--- src/rtl/vote_tally_controller.sv ---
`default_nettype none
// +--------------------------------------------------------------------------+
// | vote_tally_controller                                                    |
// | One vote per arming, saturating per-candidate tallies, LED result cycler |
// | Rev 1.0                                                                  |
// +--------------------------------------------------------------------------+
module vote_tally_controller #(
  parameter int NUM_CAND = 5,
  parameter int CNT_W    = 8,
  parameter int DWELL    = 16
) (
  input  logic                clock,
  input  logic                reset,
  input  logic                mode,
  input  logic                arm,
  input  logic [NUM_CAND-1:0] cand_valid,
  output logic                voter_ready,
  output logic                vote_ack,
  output logic                sat,
  output logic [2:0]          disp_idx,
  output logic [7:0]          LEDs
);

  localparam int               DW_W      = $clog2(DWELL);
  localparam logic [CNT_W-1:0] TALLY_MAX = '1;

  typedef enum logic [1:0] {
    S_LOCKED = 2'd0,
    S_ARMED  = 2'd1,
    S_ACK    = 2'd2,
    S_RESULT = 2'd3
  } state_t;

  state_t           state;
  state_t           state_nxt;
  logic [CNT_W-1:0] tally     [NUM_CAND];
  logic [CNT_W-1:0] tally_nxt [NUM_CAND];
  logic [DW_W-1:0]  dwell;
  logic [DW_W-1:0]  dwell_nxt;
  logic [2:0]       idx_nxt;
  logic [2:0]       vote_idx;
  logic [CNT_W-1:0] led_sel;
  logic             single_press;
  logic             do_vote;
  logic             sat_hit;

  // A press of two or more buttons in the same cycle is ambiguous and dropped.
  assign single_press = ($countones(cand_valid) == 1);
  assign do_vote      = (state == S_ARMED) && !mode && single_press;

  always_comb begin
    vote_idx = '0;
    for (int i = 0; i < NUM_CAND; i++) begin
      if (cand_valid[i]) vote_idx = 3'(i);
    end
  end

  always_comb begin
    state_nxt = state;
    case (state)
      S_LOCKED: begin
        if (mode)     state_nxt = S_RESULT;
        else if (arm) state_nxt = S_ARMED;
      end
      S_ARMED: begin
        if (mode)              state_nxt = S_RESULT;
        else if (single_press) state_nxt = S_ACK;
      end
      S_ACK:    state_nxt = S_LOCKED;
      S_RESULT: begin
        if (!mode) state_nxt = S_LOCKED;
      end
      default:  state_nxt = S_LOCKED;
    endcase
  end

  // Tallies hold at all-ones instead of wrapping; reaching all-ones flags sat.
  always_comb begin
    sat_hit = 1'b0;
    for (int i = 0; i < NUM_CAND; i++) begin
      tally_nxt[i] = tally[i];
      if (do_vote && (vote_idx == 3'(i))) begin
        if (tally[i] != TALLY_MAX) tally_nxt[i] = tally[i] + CNT_W'(1);
        if (tally_nxt[i] == TALLY_MAX) sat_hit = 1'b1;
      end
    end
  end

  // Entering RESULT always restarts the display at candidate 0.
  always_comb begin
    dwell_nxt = '0;
    idx_nxt   = '0;
    if ((state == S_RESULT) && (state_nxt == S_RESULT)) begin
      if (dwell == DW_W'(DWELL - 1)) begin
        dwell_nxt = '0;
        idx_nxt   = (disp_idx == 3'(NUM_CAND - 1)) ? 3'd0 : disp_idx + 3'd1;
      end else begin
        dwell_nxt = dwell + DW_W'(1);
        idx_nxt   = disp_idx;
      end
    end
  end

  always_comb begin
    led_sel = '0;
    for (int i = 0; i < NUM_CAND; i++) begin
      if (idx_nxt == 3'(i)) led_sel = tally[i];
    end
  end

  always_ff @(posedge clock) begin
    if (reset) begin
      state       <= S_LOCKED;
      voter_ready <= 1'b0;
      vote_ack    <= 1'b0;
      sat         <= 1'b0;
      disp_idx    <= '0;
      dwell       <= '0;
      LEDs        <= 8'h00;
      for (int i = 0; i < NUM_CAND; i++) tally[i] <= '0;
    end else begin
      state       <= state_nxt;
      voter_ready <= (state_nxt == S_ARMED);
      vote_ack    <= (state_nxt == S_ACK);
      sat         <= sat | sat_hit;
      disp_idx    <= idx_nxt;
      dwell       <= dwell_nxt;
      LEDs        <= (state_nxt == S_RESULT) ? 8'(led_sel) : 8'h00;
      for (int i = 0; i < NUM_CAND; i++) tally[i] <= tally_nxt[i];
    end
  end

endmodule
`default_nettype wire
--- config.mk ---
export PLATFORM = sky130hd
export DESIGN_NAME = vote_tally_controller
export DESIGN_NICKNAME = d
export VERILOG_FILES = /design/src/rtl/vote_tally_controller.sv
export SDC_FILE = /design/constraint.sdc
export NUM_CORES = 1
export LEC_CHECK = 0
export CAP_MARGIN = 5
export CORE_MARGIN = 2
export CORE_UTILIZATION = 64
export CTS_CLUSTER_DIAMETER = 150
export CTS_CLUSTER_SIZE = 24
export DETAILED_ROUTE_END_ITERATION = 10
export PLACE_DENSITY_LB_ADDON = 0.08
export SETUP_SLACK_MARGIN = 0.15
export SLEW_MARGIN = 20
export SYNTH_ARGS = -nofsm -noshare
export SYNTH_HDL_FRONTEND = slang
export SYNTH_SLANG_ARGS = --single-unit
export TNS_END_PERCENT = 5
--- constraint.sdc ---
create_clock -name clock -period 7.4 [get_ports clock]
set_input_delay 1.48 -clock clock [delete_from_list [all_inputs] [get_ports clock]]
set_output_delay 1.48 -clock clock [all_outputs]
set_load 0.02 [all_outputs]
### Wire density map

Scale: 4 px per um. 16 x 16 tiles, from white (low) to dark blue (high), scaled to the fullest tile. Values are wire area over tile area, all layers added.
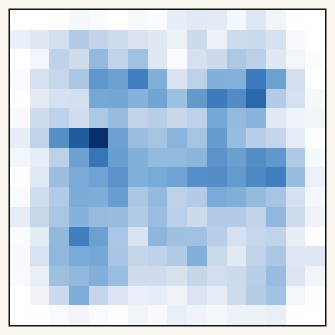
nearly empty tiles: 8.2%
mean over tiles: 0.21
densest ninth of the die: middle

### Routed clock nets over the placement

Scale: 6 px per um.
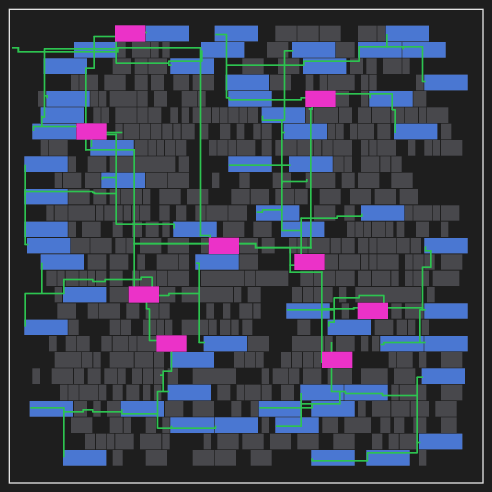
legend:
  clock drivers:
    colour: magenta
    count: 9
  flip-flops:
    colour: blue
    count: 60
  clock wires:
    colour: green
    length: 798 um
routed clock nets: 10

### Routing congestion map

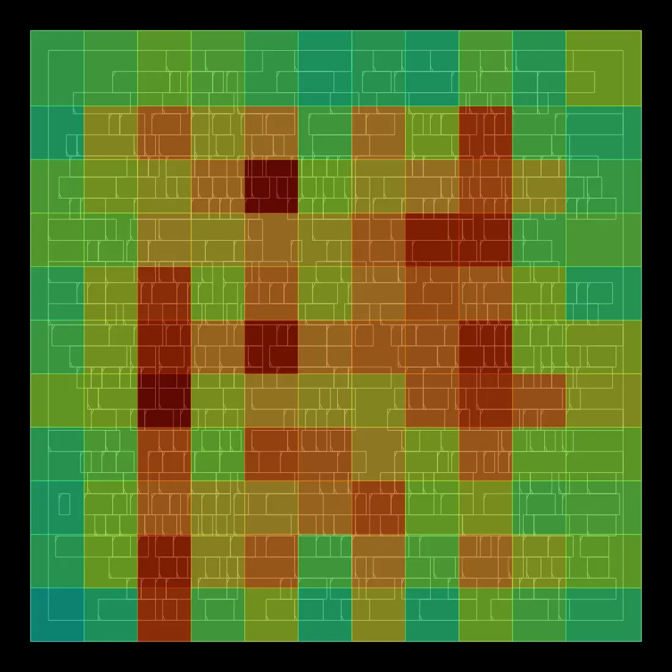
grt met2 use: 45.0%
Top Usage Layer GRT: met2
Util after Layout: 73.2%
per-cell routed wire length: 15.5 um
met1 Track Usage GR: 35.7%

==> cell families after synthesis <==
logic type / share of synthesized area [%]
AND-OR/OR-AND: 15.1
flip-flops: 33.6
adder cells (fa/ha/maj): 4.27
buffers and inverters: 5.74
multiplexers: 8.19
XOR/XNOR: 6.13
AND/OR/NAND/NOR: 27.0
==> power groups by stage <==
stage | Combinational (mW) | Sequential, mW | Clock, mW
after floorplan | 0.0264 | 0.334 | 0
after global placement | 0.0353 | 0.335 | 0
after detailed placement | 0.0363 | 0.335 | 0
after CTS | 0.0365 | 0.328 | 0.333
after global routing | 0.0399 | 0.328 | 0.345
final | 0.0363 | 0.328 | 0.328
==> synth_stat cells (all sizes together) (4+ instances only) <==
cell     n  share of area [%]
a21oi   26                3.6
a311oi   4               0.98
a31oi    9                1.6
and3    10                1.8
buf      9                1.9
clkbuf  18                1.9
dfxtp   60                 34
ha       9                3.2
inv     19                2.0
mux2i   27                7.6
nand2   40                4.3
nand3   26                3.6
nand4   12                2.1
nor2    61                6.5
nor2b    4               0.70
nor3    14                2.0
nor4b    4                1.8
o21ai   12                1.7
o22a     7                1.7
xnor2   13                3.2
xor2    12                2.9
==> final timing paths <==
kind,startpoint,endpoint,cells past startpoint
setup / recovery,cand_valid[1],tally[0][13]$_SDFFE_PP0P_,12
setup reg to reg,dwell[0]$_SDFF_PP0_,LEDs[7]$_SDFF_PP0_,8
hold / removal,dwell[0]$_SDFF_PP0_,dwell[0]$_SDFF_PP0_,1
hold reg to reg,dwell[0]$_SDFF_PP0_,dwell[0]$_SDFF_PP0_,1
==> sequential cells by signal, summed over array words and instances (netlist names) <==
register / flops
tally: 40
LEDs: 8
dwell: 4
disp_idx: 3
state: 2
sat: 1
vote_ack: 1
voter_ready: 1
==> area by class of cell <==
class,count,share of cell area (%)
sequential,60,30.2
tap,72,2.26
clock inverter,4,1.82
multi-input combinational,337,54.4
inverter,19,1.79
timing repair buffer,24,5.91
clock buffer,12,3.64
==> per-layer routing <==
metal / share of wire, % / vias to the layer above
met5: 0 / -
met2: 48 / 112
met3: 6.4 / 16
met4: 1.7 / 0
met1: 43 / 1527
li1: - / 1602
==> metrics by stage <==
step	power [mW]	cells	util [%]	cell area, um^2	worst slack [ns]
after floorplan	0.361	443	-	3570	3.03
after global placement	0.371	512	69.2	3760	2.36
after detailed placement	0.372	512	69.2	3760	2.26
after CTS	0.698	528	73.2	3980	2.59
after global routing	0.713	528	73.2	3980	2.32
final	0.692	528	73.2	3980	2.57
==> results_dict.tcl <==
# flow metrics
set metrics [dict create \
    clockRootBuffer "clkbuf_8" \
    chipHeight_um 78.7 \
    hp-class "reg2reg" \
    ys_seq_share_pct 33.6 \
    cts-buffers-inserted 9 \
    cp_max_fo 10 \
    dr.first_iter.drc_count 182 \
    hold_violations 0 \
    mostFrequentLayoutCells "60 x dfxtp_1, 60 x nor2_1, 39 x nand2_1, 27 x mux2i_1" \
    slew_viol_final 0 \
    outcome "complete, no violations" \
    io_buffers 22 \
    fmax_mhz 207 \
    crit_path_start_kind "input port" \
    required_ns 7.61 \
    wl_um 8180 \
    crit_path_top_delay_cell "clkdlybuf4s50_1" \
    p_int_mw 0.539 \
    reg2reg_setup_slack_ns 5.03 \
    overflow 0 \
    async_flop_share_pct 0 \
    ctsResizeCount 0 \
    slowest_delay_ns 0.53 \
    syn_to_final_growth_pct 11.4 \
    die_w_um 78.7 \
    gp_congestion 0.942 \
    grt_usage_pct 27.4 \
    powerDensity_nw_per_um2 174 \
    clock_power_share_pct 47.3 \
    antenna_found_initial 0 \
    antenna_cells 0 \
    dieArea_um2 6200 \
    grt_max_degree 47 \
    fin_skew_ns 0.00746 \
    critical_path_buf_inv_count 3 \
    holdWs_ns 0.491 \
    viasPerCell 6.17 \
    cts_hold_buffers 0 \
    finalCritPeriodShare_pct 65.2 \
    post-cts-setup-buffers 0 \
    setup_viol 0 \
    grt_pass1_wl_um 13400 \
    cts_num_sinks 60 \
    maxCapViolations 0 \
    path_class "in2reg" \
    pwr-share-comb_pct 5.2 \
    fp_util_pct 65.7 \
    final_nets 471 \
    htreeDepth 3 \
    seqCellArea_um2 1200 \
    seqPwrFrac_pct 47.4 \
    nFillCells 426 \
    synth_chip_area_um2 3570 \
    crit_chain "clkdlybuf4s50_1 -> inv_1 -> fa_1 -> inv_1 -> fa_1 -> ha_1 -> nor4b_4 -> nand4b_1 -> o21ba_2 -> nor3b_1 -> xnor2_1 -> nor2_1" \
    yosysCellCount 443 \
    gr-usage-met3_pct 4.66 \
    io_pins 23 \
    clkSlewWorstSetupHoldPaths_ns 0.07 \
    setup_tns_ns 0 \
    layout_min_cycle_time_ns 4.83 \
    core.rowCount 27 \
    ys.flops 60 \
    sw_frac_of_total_pct 22.1 \
    warning_count 27 \
    comb_area_um2 2170 \
]
Power figures rest on the tool's default switching activity, not on a simulated workload.
